**src/rtl/config_stream_loader.sv**
```systemverilog
// config_stream_loader: streams host words LSB-first onto the fabric config chain.
// Optional CRC-16 trailer word check is enabled by defining CONFIG_LOADER_CRC_EN.
module config_stream_loader #(
  parameter int CHAIN_LENGTH = 1752,
  parameter int WORD_WIDTH   = 32,
  parameter int COUNT_WIDTH  = 11
) (
  input  logic                  config_clock,
  input  logic                  config_nreset,
  input  logic                  start,
  input  logic                  abort,
  input  logic [WORD_WIDTH-1:0] word_data,
  input  logic                  word_valid,
  output logic                  word_ready,
  output logic                  chain_data,
  output logic                  chain_enable,
  output logic                  fabric_enable,
  output logic                  busy,
  output logic                  done,
  output logic                  error
);

  localparam int WB_W = (WORD_WIDTH > 1) ? $clog2(WORD_WIDTH) : 1;
  localparam logic [COUNT_WIDTH-1:0] LAST_BIT = COUNT_WIDTH'(CHAIN_LENGTH - 1);
  localparam logic [WB_W-1:0] WORD_END = WB_W'(WORD_WIDTH - 1);

  typedef enum logic [2:0] {
    S_IDLE,
    S_LOAD,
    S_SHIFT,
    S_CHECK,
    S_DONE,
    S_ERROR
  } state_t;

`ifdef CONFIG_LOADER_CRC_EN
  localparam state_t S_END = S_CHECK;
`else
  localparam state_t S_END = S_DONE;
`endif

  state_t                  r_state;
  state_t                  w_state_nxt;
  logic [WORD_WIDTH-1:0]   r_sreg;
  logic [WORD_WIDTH-1:0]   w_sreg_nxt;
  logic [COUNT_WIDTH-1:0]  r_bit_cnt;
  logic [COUNT_WIDTH-1:0]  w_bit_cnt_nxt;
  logic [WB_W-1:0]         r_word_bit;
  logic [WB_W-1:0]         w_word_bit_nxt;
  logic                    r_chain_data;
  logic                    w_chain_data_nxt;
  logic                    r_chain_enable;
  logic                    w_chain_enable_nxt;
  logic                    r_fabric_enable;
  logic                    w_fabric_enable_nxt;
  logic                    r_busy;
  logic                    w_busy_nxt;
  logic                    r_done;
  logic                    w_done_nxt;

  logic w_idle_like;
  logic w_start;
  logic w_accept;
  logic w_last_bit;
  logic w_word_end;

  assign word_ready  = (r_state == S_LOAD) || (r_state == S_CHECK);
  assign w_idle_like = (r_state == S_IDLE) || (r_state == S_DONE) ||
                       (r_state == S_ERROR);
  assign w_start     = start && !abort && w_idle_like;
  assign w_accept    = word_valid && word_ready && !abort;
  assign w_last_bit  = (r_bit_cnt == LAST_BIT);
  assign w_word_end  = (r_word_bit == WORD_END);

`ifdef CONFIG_LOADER_CRC_EN
  logic [15:0] r_crc;
  logic        r_error;
  logic        w_fb;
  logic        w_crc_ok;

  assign w_fb     = r_crc[15] ^ r_sreg[0];
  assign w_crc_ok = (word_data[15:0] == r_crc);

  always_ff @(posedge config_clock or negedge config_nreset) begin
    if (!config_nreset) begin
      r_crc   <= 16'hFFFF;
      r_error <= 1'b0;
    end else begin
      if (w_start) begin
        r_crc <= 16'hFFFF;
      end else if (!abort && r_state == S_SHIFT) begin
        r_crc <= {r_crc[14:0], 1'b0} ^ (w_fb ? 16'h1021 : 16'h0000);
      end
      r_error <= !abort && !w_start && (r_state == S_ERROR);
    end
  end

  assign error = r_error;
`else
  assign error = 1'b0;
`endif

  always_ff @(posedge config_clock or negedge config_nreset) begin
    if (!config_nreset) begin
      r_state <= S_IDLE;
    end else begin
      r_state <= w_state_nxt;
    end
  end

  always_comb begin
    w_state_nxt = r_state;
    if (abort) begin
      w_state_nxt = S_IDLE;
    end else begin
      unique case (r_state)
        S_IDLE, S_DONE, S_ERROR: begin
          if (start) w_state_nxt = S_LOAD;
        end
        S_LOAD: begin
          if (w_accept) w_state_nxt = S_SHIFT;
        end
        S_SHIFT: begin
          // the tail of a partial last word is dropped here
          if (w_last_bit) w_state_nxt = S_END;
          else if (w_word_end) w_state_nxt = S_LOAD;
        end
        S_CHECK: begin
`ifdef CONFIG_LOADER_CRC_EN
          if (w_accept) w_state_nxt = w_crc_ok ? S_DONE : S_ERROR;
`else
          w_state_nxt = S_IDLE;
`endif
        end
        default: w_state_nxt = S_IDLE;
      endcase
    end
  end

  always_comb begin
    w_sreg_nxt          = r_sreg;
    w_bit_cnt_nxt       = r_bit_cnt;
    w_word_bit_nxt      = r_word_bit;
    w_chain_data_nxt    = r_chain_data;
    w_chain_enable_nxt  = 1'b0;
    w_fabric_enable_nxt = 1'b0;
    w_busy_nxt          = 1'b0;
    w_done_nxt          = 1'b0;
    if (!abort) begin
      if (w_start) begin
        w_busy_nxt     = 1'b1;
        w_bit_cnt_nxt  = '0;
        w_word_bit_nxt = '0;
      end else begin
        unique case (r_state)
          S_LOAD: begin
            w_busy_nxt = 1'b1;
            if (w_accept) begin
              w_sreg_nxt     = word_data;
              w_word_bit_nxt = '0;
            end
          end
          S_SHIFT: begin
            w_busy_nxt         = 1'b1;
            w_chain_enable_nxt = 1'b1;
            w_chain_data_nxt   = r_sreg[0];
            w_sreg_nxt         = r_sreg >> 1;
            w_bit_cnt_nxt      = r_bit_cnt + COUNT_WIDTH'(1);
            w_word_bit_nxt     = r_word_bit + WB_W'(1);
          end
          S_CHECK: begin
            w_busy_nxt = 1'b1;
          end
          S_DONE: begin
            w_done_nxt          = 1'b1;
            w_fabric_enable_nxt = 1'b1;
          end
          default: begin
          end
        endcase
      end
    end
  end

  always_ff @(posedge config_clock or negedge config_nreset) begin
    if (!config_nreset) begin
      r_sreg          <= '0;
      r_bit_cnt       <= '0;
      r_word_bit      <= '0;
      r_chain_data    <= 1'b0;
      r_chain_enable  <= 1'b0;
      r_fabric_enable <= 1'b0;
      r_busy          <= 1'b0;
      r_done          <= 1'b0;
    end else begin
      r_sreg          <= w_sreg_nxt;
      r_bit_cnt       <= w_bit_cnt_nxt;
      r_word_bit      <= w_word_bit_nxt;
      r_chain_data    <= w_chain_data_nxt;
      r_chain_enable  <= w_chain_enable_nxt;
      r_fabric_enable <= w_fabric_enable_nxt;
      r_busy          <= w_busy_nxt;
      r_done          <= w_done_nxt;
    end
  end

  assign chain_data    = r_chain_data;
  assign chain_enable  = r_chain_enable;
  assign fabric_enable = r_fabric_enable;
  assign busy          = r_busy;
  assign done          = r_done;

endmodule
```
**config.mk**
```make
export PLATFORM = sky130hd
export DESIGN_NAME = config_stream_loader
export DESIGN_NICKNAME = d
export VERILOG_FILES = /design/src/rtl/config_stream_loader.sv
export SDC_FILE = /design/constraint.sdc
export NUM_CORES = 1
export LEC_CHECK = 0
export CORE_MARGIN = 2
export CORE_UTILIZATION = 40
export DETAILED_ROUTE_END_ITERATION = 12
export PLACE_DENSITY = 0.69
export RECOVER_POWER = 100
export SLEW_MARGIN = 20
export SYNTH_ARGS = -nofsm -noshare
export SYNTH_HDL_FRONTEND = slang
export SYNTH_SLANG_ARGS = --single-unit
```
**constraint.sdc**
```tcl
create_clock -name config_clock -period 3.9 [get_ports config_clock]
set_clock_uncertainty 0.15 [all_clocks]
set_input_delay 0.78 -clock config_clock [delete_from_list [all_inputs] [get_ports config_clock]]
set_output_delay 0.78 -clock config_clock [all_outputs]
set_load 0.03 [all_outputs]
```
==> impl_metrics.yaml, run 1 <==
# generated from flow reports
cells_and_area:
  logic_area_sq_mm: 0.001171
  diodes: 0
  clock_buffer_count: 6
  seq_area_share_pct: 42.87
  nNonClkInverters: 3
  nets: 337
  numSequentialCells: 55
  reg_top3: "r_sreg (32), r_bit_cnt (11), r_word_bit (5)"
  comb_cells: 188
  fillers: 611
  layout.cells.non_filler: 375
  layout_top_cell: "dfrtp_1"
  final_area_sq_mm: 0.003211
  largest_reg_flops: 32
  area_share_nonclk_buffers_pct: 13.17
  final_layout_size_suffix_gt1_share_pct: 3.356
  mostFrequentLayoutCells: "55 x dfrtp_1, 48 x o21ai_0, 45 x nand2_1, 33 x clkdlybuf4s50_1, 31 x mux2i_1"
  clkCellAreaFrac_pct: 4.131
  largestClassByArea: "flip-flops and latches"
  final_util_pct: 50.27
power_and_ir_drop:
  power_frac_comb_pct: 17.5
  pg_comb_w: 0.000257
  powerDensity_mw_per_mm2: 458.0
  p_int_w: 0.001083
  seq_cell_power_w: 0.000779
  p_sw_w: 0.0003870
  p_leak_nw: 1.400
  p_sw_share_pct: 26.32
  power_w: 0.001470
  power.group.top: "registers"
  ir_drop_v: 0.0002481
  clock_power_w: 0.000435
  p_clk_share_pct: 29.6
  pwr-share-seq_pct: 53.0
status:
  failed_checks: "max-capacitance violations, max-slew violations"
  status: "complete, but fails checks"
route:
  met3_length_um: 214
  dr_wl_met2_mm: 2.378
  drt_iter0_drc: 97
  top_layer: "met4"
  drcViolationCount: 0
  ant_nets: 0
  first_pass_iters: 4
  wl_met1_mm: 2.426
  viasPerCell: 5.235
  wl_per_cell_um: 13.57
global_routing:
  grt_antenna_before_repair: 0
  grt_use_met1_pct: 20.09
  busiest_layer: "met2"
  first_global_vias: 1916
  track_usage_pct: 15.00
  grt_start_max_net_pins: 65
  grt_pass1_wl_mm: 8.880
min_path:
  holdPathStages: 2
  hp-start: "r_sreg[0]"
  hold_end: "chain_data"
  holdCritPathClass: "flop to flop"
yosys:
  flop_cell: "dfrtp_1"
  mux_area_share_pct: 12.09
  synth.distinct_cells: 38
  synth_xor_xnor_area_share_pct: 0.9882
  top_cell: "dfrtp_1"
  synthAoiAreaFrac_pct: 15.06
  edf_count: 0
  synthCells: 264
  synth_top_area_share_pct: 51.76
  ys_ff: 55
  yosys.area_share.simple_pct: 14.64
  avgSynthCellArea_sq_um: 10.07
  netlist_area_sq_mm: 0.002659
  post-synth-top-area-cell: "dfrtp_1"
  ys_area_sq_mm: 0.002659
  ys_seq_share_pct: 51.76
  yosysWarnings: 0
  syn_nets: 304
  netlist_top_cells_area: "dfrtp_1 52%, mux2i_1 12%, o21ai_0 9.0%, nand2_1 6.4%, buf_4 1.4%"
  ys_sh_adder_pct: 1.412
die:
  tap_cells: 77
  fp_util_pct: 41.63
  core_area_sq_mm: 0.006386
  die_x_um: 85.53
  num_rows: 29
  dieArea_sq_mm: 0.007315
clocking:
  cts_tree: "built"
  clk_pin_slew_ns: 0.10
  cts_buffers: 5
  cts_setup_buffers: 0
  clk_path_buf_depth: 2
  post_cts_resized: 0
  cts-htree-levels: 2
  clock_sinks: 55
  cts_root_buf: "clkbuf_8"
  insertion_delay_ns: 0.30
run:
  warning_count: 26
  cap_violations: 1
critical_path:
  crit-reg2reg-launch: "r_state[2]"
  crit_start: "abort"
  cp_max_fo: 13
  cp.depth: 6
  cp_slowest_cell: "or4b_1"
  endpoint_kind: "flop"
  worstRegToRegCells: 5
  worstSetupPathType: "primary input to flop"
  r2r-end: "r_bit_cnt[7]"
  cp-endpoint: "r_bit_cnt[7]"
  start_kind: "primary input"
  r2r_slack_ns: 1.49
  path_cells: "dlygate4sd3_1 -> or4b_1 -> inv_1 -> and3_1 -> nand2_1 -> a31o_1"
sta:
  setup_tns_ns: 0
  max_slew_margin_pct: -51.33
  fmax_ghz: 0.3286
  worstMarginPinSlew_ns: 2.270
  period_used_pct: 78.02
  fin_crit_ns: 3.043
  hold-worst-slack_ns: 0.3288
  hold_viol_final: 0
  setup_viol_count_final: 0
  slew_viol_final: 45
placement:
  place.gp.congestion: 0.7903
  portBuffers: 42
  place_inst: 367
  preCtsSetupSlack_ns: 0.9368
==> run_1/drive_strength.png <==
Scale: 6 px per um.
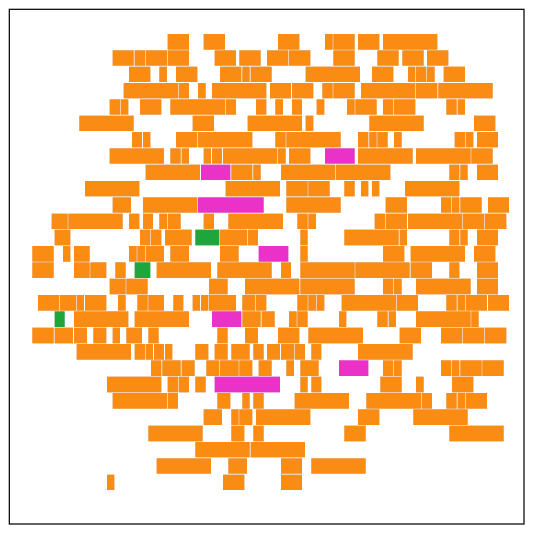
magenta -> drive 6 and up  # cells 7, share 2.3%
orange -> drive 1 or less  # cells 288, share 97%
green -> drive 2  # cells 3, share 1.0%
Area growth syn-to-layout: 20.75%
Final WS setup: 0.8572 ns

==> run_1/met2.png <==
Scale: 3 px per um. Cells faint in the background.
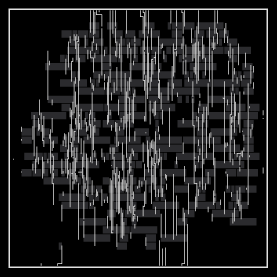
main direction = vertical
longest straight run = 40.5 um
GR Layer Usage met2: 24.29%
WL final: 5.088 mm
DR vias: 1,963

==> run_1/met3.png <==
Scale: 3 px per um.
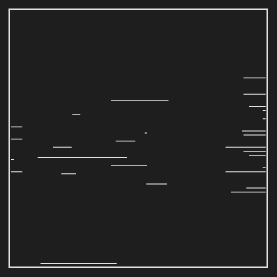
nets with wire on the layer = 24
share of all routed wire = 4.2%
longest straight run = 29.4 um
wire length on this layer = 215 um
Global Route met3 Usage: 3.465%

## Run 2: what changed since run 1
==> constraint.sdc (replaced) <==
create_clock -name config_clock -period 2.9 [get_ports config_clock]
set_clock_uncertainty 0.15 [all_clocks]
set_input_delay 0.58 -clock config_clock [delete_from_list [all_inputs] [get_ports config_clock]]
set_output_delay 0.58 -clock config_clock [all_outputs]
set_load 0.03 [all_outputs]
==> impl_metrics.yaml, run 2 <==
# generated from flow reports
global_routing:
  grt_antenna_before_repair: 0
  first_global_vias: 1899
  grt_use_met1_pct: 21.42
  busiest_layer: "met2"
  grt_start_max_net_pins: 65
  grt_pass1_wl_mm: 8.942
  met2_usage_pct: 23.79
  track_usage_pct: 15.26
sta:
  worstMarginPinSlew_ns: 2.155
  hold_viol_final: 0
  setup_ws_ns: 0.3301
  hold-worst-slack_ns: 0.3257
  setup_viol_count_final: 0
  setup_tns_ns: 0
  slew_viol_final: 42
  fin_crit_ns: 2.570
  fmax_ghz: 0.3891
  period_used_pct: 88.62
critical_path:
  cp.depth: 3
  worstRegToRegCells: 5
  path_cells: "nand2b_1 -> inv_1 -> dlygate4sd3_1"
  critical-path-top-delay-family: "buffers and inverters"
  cp_max_fo: 8
  r2r-end: "r_bit_cnt[7]"
  start_kind: "flop"
  endpoint_kind: "output port"
  crit-reg2reg-launch: "r_state[1]"
  cp-endpoint: "word_ready"
  cp_slowest_cell: "dlygate4sd3_1"
  worstSetupPathType: "flop to output port"
  r2r_slack_ns: 0.65
clocking:
  clk_path_buf_depth: 2
  cts_buffers: 5
  insertion_delay_ns: 0.31
  cts-htree-levels: 2
  cts_root_buf: "clkbuf_8"
  clock_sinks: 55
  post_cts_resized: 0
  clk_pin_slew_ns: 0.09
  cts_tree: "built"
placement:
  portBuffers: 42
  place_inst: 370
  preCtsSetupSlack_ns: 0.3442
  place.gp.congestion: 0.8271
cells_and_area:
  mostFrequentLayoutCells: "55 x dfrtp_1, 48 x o21ai_0, 45 x nand2_1, 34 x clkdlybuf4s50_1, 31 x mux2i_1"
  largest_reg_flops: 32
  numSequentialCells: 55
  fillers: 615
  clock_buffer_count: 6
  nets: 340
  reg_top3: "r_sreg (32), r_bit_cnt (11), r_word_bit (5)"
  largestClassByArea: "flip-flops and latches"
  layout.cells.non_filler: 377
  clkCellAreaFrac_pct: 3.191
  area_share_nonclk_buffers_pct: 14.12
  nNonClkInverters: 3
  final_util_pct: 50.35
  final_area_sq_mm: 0.003216
  final_layout_size_suffix_gt1_share_pct: 4.000
  seq_area_share_pct: 42.80
  diodes: 0
  logic_area_sq_mm: 0.001175
  area_growth_pct: 20.94
die:
  fp_util_pct: 41.63
  die_x_um: 85.53
  num_rows: 29
  core_area_sq_mm: 0.006386
  dieArea_sq_mm: 0.007315
  tap_cells: 77
yosys:
  synth.distinct_cells: 38
  netlist_top_cells_area: "dfrtp_1 52%, mux2i_1 12%, o21ai_0 9.0%, nand2_1 6.4%, buf_4 1.4%"
  ys_ff: 55
  top_cell: "dfrtp_1"
  flop_cell: "dfrtp_1"
  synthAoiAreaFrac_pct: 15.06
  post-synth-top-area-cell: "dfrtp_1"
  ys_area_sq_mm: 0.002659
  ys_seq_share_pct: 51.76
  ys_cells: 264
  synthCells: 264
  yosysWarnings: 0
  mux_area_share_pct: 12.09
  netlist_area_sq_mm: 0.002659
  syn_nets: 304
  synth_xor_xnor_area_share_pct: 0.9882
  avgSynthCellArea_sq_um: 10.07
  synth_top_area_share_pct: 51.76
  ys_sh_adder_pct: 1.412
min_path:
  holdPathStages: 2
  hold_end: "chain_data"
  holdCritPathClass: "flop to flop"
  hp-start: "r_sreg[0]"
route:
  wl_per_cell_um: 14.04
  drt_iter0_drc: 80
  wl_met1_mm: 2.519
  dr_wl_met2_mm: 2.469
  top_layer: "met4"
  first_pass_iters: 4
  ant_nets: 0
  drcViolationCount: 0
  drt-total-wl_mm: 5.294
  met3_length_um: 223
  viasPerCell: 5.218
power_and_ir_drop:
  pwr-share-seq_pct: 55.3
  p_int_w: 0.001371
  ir_drop_v: 0.0002677
  seq_cell_power_w: 0.00105
  pg_comb_w: 0.000354
  power.group.top: "registers"
  power_frac_comb_pct: 18.6
  p_clk_share_pct: 26.0
  p_leak_nw: 1.402
  p_sw_w: 0.0005276
status:
  failed_checks: "max-capacitance violations, max-slew violations"
  status: "complete, but fails checks"
run:
  cap_violations: 1
==> run_2/gate_families.png <==
Scale: 6 px per um.
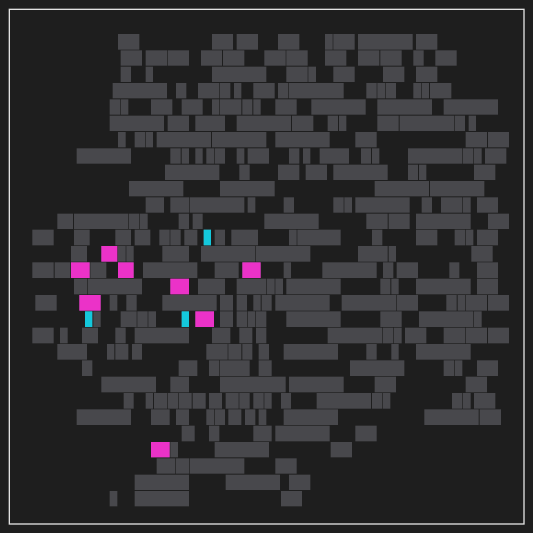
cyan -> inverters  # cells 3, most used inv_1
magenta -> AND-OR and OR-AND gates  # cells 8, most used a22o_1, where west
logic share of the area: 36.54%
Commonest Layout Cell: dfrtp_1

==> run_2/met3.png <==
Scale: 3 px per um.
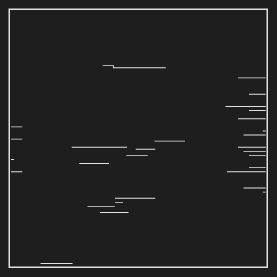
share of all routed wire = 4.2%
longest straight run = 18.2 um
wire length on this layer = 224 um
nets with wire on the layer = 25
main direction = horizontal
DR vias: 1,967
Global Route met3 Usage: 3.369%

## Run 3: what changed since run 2
--- a/config.mk
+++ b/config.mk
@@ -7,6 +7,7 @@
 export LEC_CHECK = 0
 export CORE_MARGIN = 2
 export CORE_UTILIZATION = 40
+export CTS_CLUSTER_SIZE = 20
 export DETAILED_ROUTE_END_ITERATION = 12
 export PLACE_DENSITY = 0.69
 export RECOVER_POWER = 100
==> impl_metrics.yaml, run 3 <==
# generated from flow reports
cells_and_area:
  nNonClkInverters: 3
  nets: 340
  reg_top3: "r_sreg (32), r_bit_cnt (11), r_word_bit (5)"
  clock_buffer_count: 6
  layout.cells.non_filler: 377
  clkCellAreaFrac_pct: 3.191
  diodes: 0
  fillers: 615
  seq_area_share_pct: 42.80
  comb_cells: 188
  largestClassByArea: "flip-flops and latches"
  layout_top_cell: "dfrtp_1"
  numSequentialCells: 55
  logic_area_sq_mm: 0.001175
  area_share_nonclk_buffers_pct: 14.12
  final_layout_size_suffix_gt1_share_pct: 4.000
power_and_ir_drop:
  clock_power_w: 0.000494
  ir_drop_v: 0.0002677
  pwr-share-seq_pct: 55.3
  p_sw_w: 0.0005276
  p_int_w: 0.001371
  power_w: 0.001898
  pg_comb_w: 0.000354
  p_sw_share_pct: 27.79
  p_leak_nw: 1.402
  p_clk_share_pct: 26.0
  seq_cell_power_w: 0.00105
  power_frac_comb_pct: 18.6
sta:
  fmax_ghz: 0.3891
  setup_ws_ns: 0.3301
  max_slew_margin_pct: -43.66
  hold-worst-slack_ns: 0.3257
  period_used_pct: 88.62
  hold_viol_final: 0
  slew_viol_final: 42
  worstMarginPinSlew_ns: 2.155
status:
  failed_checks: "max-capacitance violations, max-slew violations"
  status: "complete, but fails checks"
min_path:
  hp-start: "r_sreg[0]"
  holdCritPathClass: "flop to flop"
  hold_end: "chain_data"
yosys:
  syn_nets: 304
  ys_seq_share_pct: 51.76
  flop_cell: "dfrtp_1"
  synthAoiAreaFrac_pct: 15.06
  avgSynthCellArea_sq_um: 10.07
  synth_xor_xnor_area_share_pct: 0.9882
  synth_top_area_share_pct: 51.76
  ys_sh_adder_pct: 1.412
  ys_ff: 55
  edf_count: 0
  synth.distinct_cells: 38
  synthCells: 264
  post-synth-top-area-cell: "dfrtp_1"
  ys_cells: 264
  yosysWarnings: 0
  ys_area_sq_mm: 0.002659
  yosys.area_share.simple_pct: 14.64
  netlist_area_sq_mm: 0.002659
critical_path:
  worstRegToRegCells: 5
  path_cells: "nand2b_1 -> inv_1 -> dlygate4sd3_1"
  r2r_slack_ns: 0.65
  r2r-end: "r_bit_cnt[7]"
  cp.depth: 3
  start_kind: "flop"
  endpoint_kind: "output port"
  cp_slowest_cell: "dlygate4sd3_1"
  cp-endpoint: "word_ready"
  crit_start: "r_state[2]"
  worstSetupPathType: "flop to output port"
  cp_max_fo: 8
  critical-path-top-delay-family: "buffers and inverters"
run:
  cap_violations: 1
  warning_count: 26
clocking:
  cts_root_buf: "clkbuf_8"
  clk_path_buf_depth: 2
  clk_pin_slew_ns: 0.09
  cts_tree: "built"
  cts-htree-levels: 2
  cts_setup_buffers: 0
  post_cts_resized: 0
  clock_sinks: 55
die:
  dieArea_sq_mm: 0.007315
  num_rows: 29
  die_x_um: 85.53
  core_area_sq_mm: 0.006386
  tap_cells: 77
  fp_util_pct: 41.63
global_routing:
  track_usage_pct: 15.26
  use_met3_pct: 3.369
  grt_start_max_net_pins: 65
  grt_pass1_wl_mm: 8.942
  grt_antenna_before_repair: 0
  busiest_layer: "met2"
route:
  ant_nets: 0
  first_pass_iters: 4
  met3_length_um: 223
  drt_iter0_drc: 80
  top_layer: "met4"
  viasPerCell: 5.218
  wl_per_cell_um: 14.04
  wl_met1_mm: 2.519
placement:
  place.gp.congestion: 0.8271
  portBuffers: 42
  place_inst: 370
==> run_3/drive_strength.png <==
Scale: 6 px per um.
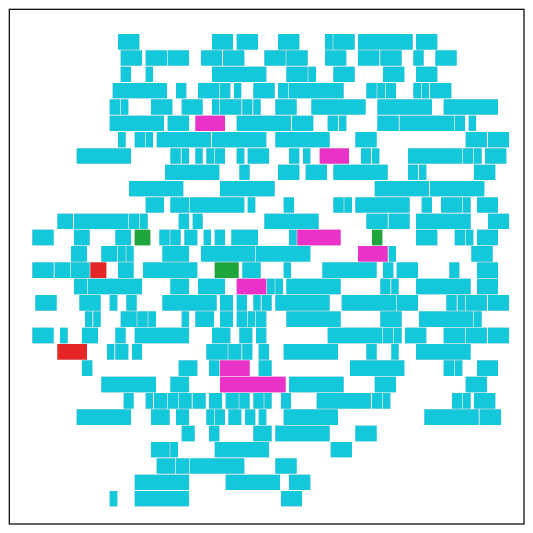
cyan -> drive 1 or less  # cells 288, share 96%
green -> drive 2  # cells 3, share 1.0%
magenta -> drive 6 and up  # cells 7, share 2.3%
red -> drive 3 to 4  # cells 2, share 0.67%
buffers outside the clock class: 47
final non-filler cell area: 0.003216 sq mm
Area growth syn-to-layout: 20.94%

==> run_3/met2.png <==
Scale: 3 px per um. Cells faint in the background.
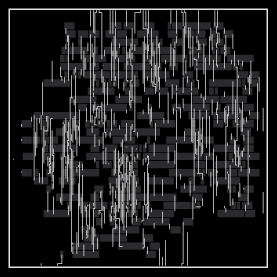
longest straight run = 34.3 um
share of all routed wire = 47%
nets with wire on the layer = 267
wire length on this layer = 2,470 um
WL final: 5.294 mm
GR Layer Usage met2: 23.79%

No activity file was given, so power comes from the tool's default toggle rates.
